Clock distribution:
(12 px per um)
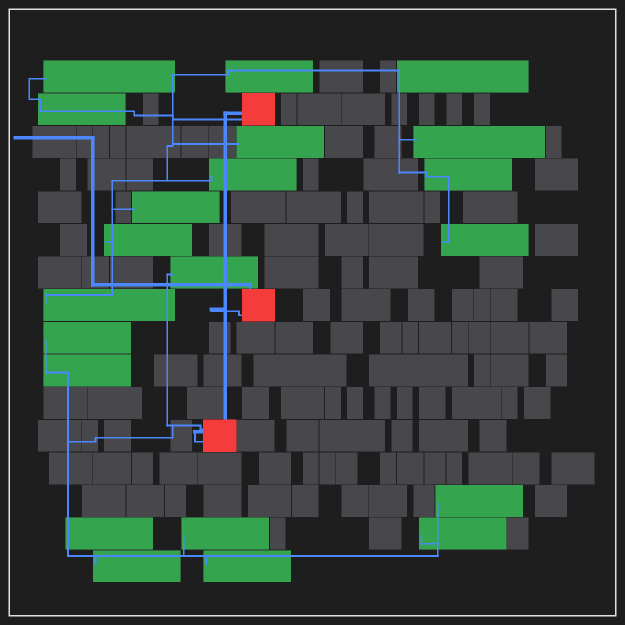
Clock routing:
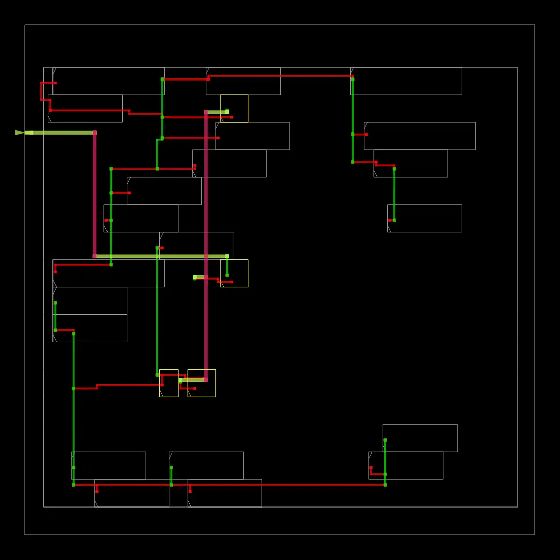
Signal wires on met2:
(8 px per um) Cells faint in the background.
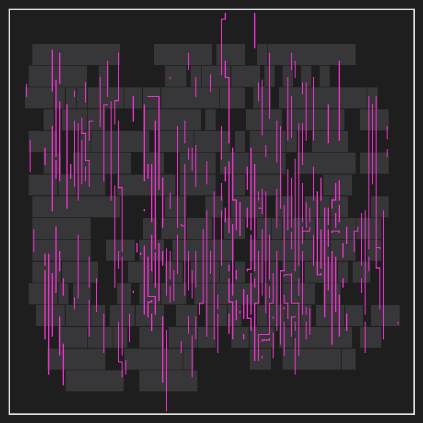
<file path="config.mk">
export PLATFORM = sky130hd
export DESIGN_NAME = queue_gate_sensor
export DESIGN_NICKNAME = d
export VERILOG_FILES = /design/src/rtl/queue_gate_sensor.sv
export SDC_FILE = /design/constraint.sdc
export NUM_CORES = 1
export LEC_CHECK = 0
export ABC_CLOCK_PERIOD_IN_PS = 3150
export CAP_MARGIN = 15
export CORE_MARGIN = 1.5
export CORE_UTILIZATION = 57
export DETAILED_ROUTE_END_ITERATION = 7
export GPL_TIMING_DRIVEN = 0
export HOLD_SLACK_MARGIN = 0.06
export PLACE_DENSITY = 0.78
export SYNTH_ARGS = -nofsm -noshare
export SYNTH_HDL_FRONTEND = slang
export SYNTH_SLANG_ARGS = --single-unit
export TNS_END_PERCENT = 30
</file>
<file path="constraint.sdc">
create_clock -name clk -period 3.15 [get_ports clk]
set_clock_uncertainty 0.15 [all_clocks]
set_input_delay 0.63 -clock clk [delete_from_list [all_inputs] [get_ports clk]]
set_output_delay 0.63 -clock clk [all_outputs]
set_load 0.01 [all_outputs]
</file>
<file path="src/rtl/queue_gate_sensor.sv">
// queue_gate_sensor
// Decodes the order in which the two queue-gate photo-beams are broken into
// single-cycle increment/decrement pulses for the queue counter. Each raw beam
// is synchronised (2 FF) and debounced; a sequence FSM accepts only complete
// passes, rejects partial ones and abandons stalled ones after a timeout.
//
// Ports:
//   clk        system clock, rising edge
//   reset      synchronous, active-high; clears all state
//   sens_front raw front (street side) beam, 1 = blocked, asynchronous
//   sens_back  raw back (hall side) beam, 1 = blocked, asynchronous
//   inc_pulse  one-cycle pulse: one person entered
//   dec_pulse  one-cycle pulse: one person left
//   busy       FSM not idle
//   seq_error  high while waiting for both beams to clear
//   front_db   debounced front beam
//   back_db    debounced back beam
module queue_gate_sensor #(
  parameter int unsigned DEBOUNCE_CYCLES = 4,
  parameter int unsigned TIMEOUT_CYCLES  = 64
) (
  input  logic clk,
  input  logic reset,
  input  logic sens_front,
  input  logic sens_back,
  output logic inc_pulse,
  output logic dec_pulse,
  output logic busy,
  output logic seq_error,
  output logic front_db,
  output logic back_db
);

  localparam int unsigned DB_W = (DEBOUNCE_CYCLES > 1) ? $clog2(DEBOUNCE_CYCLES) : 1;
  localparam int unsigned TO_W = $clog2(TIMEOUT_CYCLES);
  localparam logic [DB_W-1:0] DB_LAST = DB_W'(DEBOUNCE_CYCLES - 1);
  localparam logic [TO_W-1:0] TO_LAST = TO_W'(TIMEOUT_CYCLES - 1);

  typedef enum logic [2:0] {
    IDLE, E1, E2, E3, X1, X2, X3, WAIT_CLEAR
  } state_t;

  // Bit 1 = front beam, bit 0 = back beam, so db matches the FSM input order.
  logic [1:0]      sync1;
  logic [1:0]      sync2;
  logic [1:0]      db;
  logic [DB_W-1:0] db_cnt [2];

  state_t          state;
  state_t          state_next;
  logic [TO_W-1:0] to_cnt;
  logic            active;
  logic            inc_next;
  logic            dec_next;

  always_ff @(posedge clk) begin
    if (reset) begin
      sync1     <= '0;
      sync2     <= '0;
      db        <= '0;
      db_cnt[0] <= '0;
      db_cnt[1] <= '0;
    end else begin
      sync1 <= {sens_front, sens_back};
      sync2 <= sync1;
      for (int unsigned i = 0; i < 2; i++) begin
        if (sync2[i] != db[i]) begin
          if (db_cnt[i] == DB_LAST) begin
            db[i]     <= sync2[i];
            db_cnt[i] <= '0;
          end else begin
            db_cnt[i] <= db_cnt[i] + 1'b1;
          end
        end else begin
          db_cnt[i] <= '0;
        end
      end
    end
  end

  assign front_db = db[1];
  assign back_db  = db[0];

  assign active = (state != IDLE) && (state != WAIT_CLEAR);

  always_comb begin
    state_next = state;
    inc_next   = 1'b0;
    dec_next   = 1'b0;
    unique case (state)
      IDLE: begin
        case (db)
          2'b10:   state_next = E1;
          2'b01:   state_next = X1;
          2'b11:   state_next = WAIT_CLEAR;
          default: ;
        endcase
      end
      E1: begin
        case (db)
          2'b11:   state_next = E2;
          2'b00:   state_next = IDLE;
          2'b01:   state_next = WAIT_CLEAR;
          default: ;
        endcase
      end
      E2: begin
        case (db)
          2'b01:   state_next = E3;
          2'b10:   state_next = E1;
          2'b00:   state_next = IDLE;
          default: ;
        endcase
      end
      E3: begin
        case (db)
          2'b00: begin
            state_next = IDLE;
            inc_next   = 1'b1;
          end
          2'b11:   state_next = E2;
          2'b10:   state_next = WAIT_CLEAR;
          default: ;
        endcase
      end
      X1: begin
        case (db)
          2'b11:   state_next = X2;
          2'b00:   state_next = IDLE;
          2'b10:   state_next = WAIT_CLEAR;
          default: ;
        endcase
      end
      X2: begin
        case (db)
          2'b10:   state_next = X3;
          2'b01:   state_next = X1;
          2'b00:   state_next = IDLE;
          default: ;
        endcase
      end
      X3: begin
        case (db)
          2'b00: begin
            state_next = IDLE;
            dec_next   = 1'b1;
          end
          2'b11:   state_next = X2;
          2'b01:   state_next = WAIT_CLEAR;
          default: ;
        endcase
      end
      WAIT_CLEAR: begin
        if (db == 2'b00) state_next = IDLE;
      end
      default: state_next = IDLE;
    endcase

    // A stalled pass is abandoned even if the beams change in the same cycle.
    if (active && (to_cnt == TO_LAST)) begin
      state_next = WAIT_CLEAR;
      inc_next   = 1'b0;
      dec_next   = 1'b0;
    end
  end

  always_ff @(posedge clk) begin
    if (reset) begin
      state     <= IDLE;
      to_cnt    <= '0;
      inc_pulse <= 1'b0;
      dec_pulse <= 1'b0;
    end else begin
      state     <= state_next;
      inc_pulse <= inc_next;
      dec_pulse <= dec_next;
      if (!active || (state_next != state)) begin
        to_cnt <= '0;
      end else begin
        to_cnt <= to_cnt + 1'b1;
      end
    end
  end

  assign busy      = (state != IDLE);
  assign seq_error = (state == WAIT_CLEAR);

endmodule

</file>
==> run summary <==
impl run done, here's what came out: Die Size 0.00254 mm^2, nets ~160, main flop type dfxtp_1, Clk pin slew, worst setup/hold paths 0.12 ns, Die Wd 50.4 um, synthesized area 0.00128 mm^2, CP endpoint kind flip-flop, fin crit share 0.829, layout cell share with drive strength beyond 1 0.176, Post-CTS Setup Bufs 0, Hold Path Class reg2reg, yosys stat area 0.00128 mm^2, status finished, final reports clean, tool warnings 32, yosys cell count 132, worst path bufs/invs 1, post-layout min period 2.61 ns, Pre-Place Util 0.628, Starting DRT DRC Count 13, max frequency 0.383 GHz, Worst-Margin Slew 0.498 ns, global-route wire length before repair 4.31 mm, H-tree Lvls 1, area of the core 0.00204 mm^2, RSZ-0062 raised after global routing false, EDFF count, synth 4, Cell Pwr Density 302 mW/mm^2, Clock Path Buffers 2, leakage power around 0.5 nW, GR Layer Usage met1 0.323, IO Count 10, Slew Viols, Final 0, max-cap viol count 0, Yosys top cell by area dfxtp_1, vias per inst just under 6, Critical Path Max Stage Delay 0.49 ns, total CTS buffers 3, Max-slew headroom 0.667, P&R area growth vs syn 12.7%, ranking of synthesized cells by area dfxtp_1 27%, ha_1 9.8%, edfxtp_1 9.4%, Clock Root Buffer clkbuf_4, gr busiest metal met2, Synth cell types 48, dpl cell area roughly 0.0014 mm^2, PortBufs 9, final wirelength 2.48 mm, Ys Warns 0, CP Class reg2reg, setup TNS 0 ns, routed vias 1010, mean post-synth cell area between 9 and 10 um^2, top-count cell post-synth dfxtp_1, Crit path required time roughly 3.3 ns, Finished Cell Area 0.00145 mm^2, cell family with most CP delay AND-OR/OR-AND gates, post-DP HPWL 1.86 mm, Place WS 0.565 ns, final-report setup violation count 0, routability cong. 0.937, CP most frequent cell o32ai_1, WL/cell around 14 um
Back to the opening pictures, 'clock distribution':
[clock-net drivers] red | count: 3
[flip-flops] green | count: 21
[clock wires] blue | length: 265 um
routed clock nets: 4
flops lie: spread over the die
clk latency late pin: 0.31 ns
Clock net power: 135 uW

Back to the opening pictures, 'clock routing':
clk sinks: 21
num sequential: 21

Back to the opening pictures, 'signal wires on met2':
nets with wire on the layer: 130
main direction: vertical
longest straight run: 21.4 um
share of all routed wire: 47%

per-stage QoR:
stage	hold WS (ns)	std cells	utilization	power (mW)
after floorplan	0.264	135	-	0.299
after global placement	0.269	171	0.694	0.307
after detailed placement	0.295	171	0.694	0.308
after CTS	0.318	175	0.708	0.437
after global routing	0.328	175	0.708	0.455
final	0.310	175	0.708	0.437
report_power, final:
group	internal, mW	switching [mW]	total, mW
combinational	0.0104	0.0104	0.0209
sequential	0.279	0.00273	0.281
clock	0.0475	0.0871	0.135
cell families (layout without fill, tap and decap cells):
group | count (synthesis) | in the layout | synth area share
simple gates | 61 | 61 | 0.300
flops | 21 | 21 | 0.359
compound gates | 16 | 16 | 0.107
buf+inv | 12 | 25 | 0.0429
fa+ha+maj | 10 | 10 | 0.0976
xor+xnor | 6 | 6 | 0.0410
mux | 5 | 5 | 0.0488
other cells | 1 | 4 | 0.00292
final timing paths:
kind            start         to  slack (ns)  cells after the start
max             db[0]  to_cnt[4]        0.54                      8
min          sync1[0]   sync2[0]        0.31                      1
max reg2reg     db[0]  to_cnt[4]        0.54                      8
min reg2reg  sync1[0]   sync2[0]        0.31                      1
area by class of cell:
type	count	area [um^2]
flip-flops and latches	21	460
inverters	7	26.3
repair buffers	9	90.1
clock buffers	3	22.5
fillers	183	597
plain buffers	5	28.8
multi-input cells	102	778
clock inverters	1	5.00
well taps	27	33.8
routing by layer:
metal,part of all wire,up-vias
met5,0,-
met2,0.47,24
met3,0.032,7
met4,0.028,0
li1,-,501
met1,0.47,478
worst reg2reg max path, stage by stage (launching register included):
cell,delay [ns]
dfxtp_1,0.49
inv_1,0.13
ha_1,0.29
nor3_1,0.28
o32ai_1,0.11
o32ai_1,0.45
a31o_2,0.26
nand4_4,0.17
nor3_2,0.21
state kept, by name, indices dropped and copies added, names as in the netlist:
name       flops
sync1          2
to_cnt         6
inc_pulse      1
state          3
db             2
sync2          2
db_cnt         4
dec_pulse      1
cells in the final DEF, fill, tap and decap left out, types with 5 or more instances in the layout:
cell type        instances
nand3_1                  5
nor3_2                   6
clkdlybuf4s50_1          9
inv_1                    5
dfxtp_1                 17
nor2b_1                  5
nor2_1                  13
nand2_1                  6
ha_1                    10
No activity file was given, so power comes from the tool's default toggle rates.
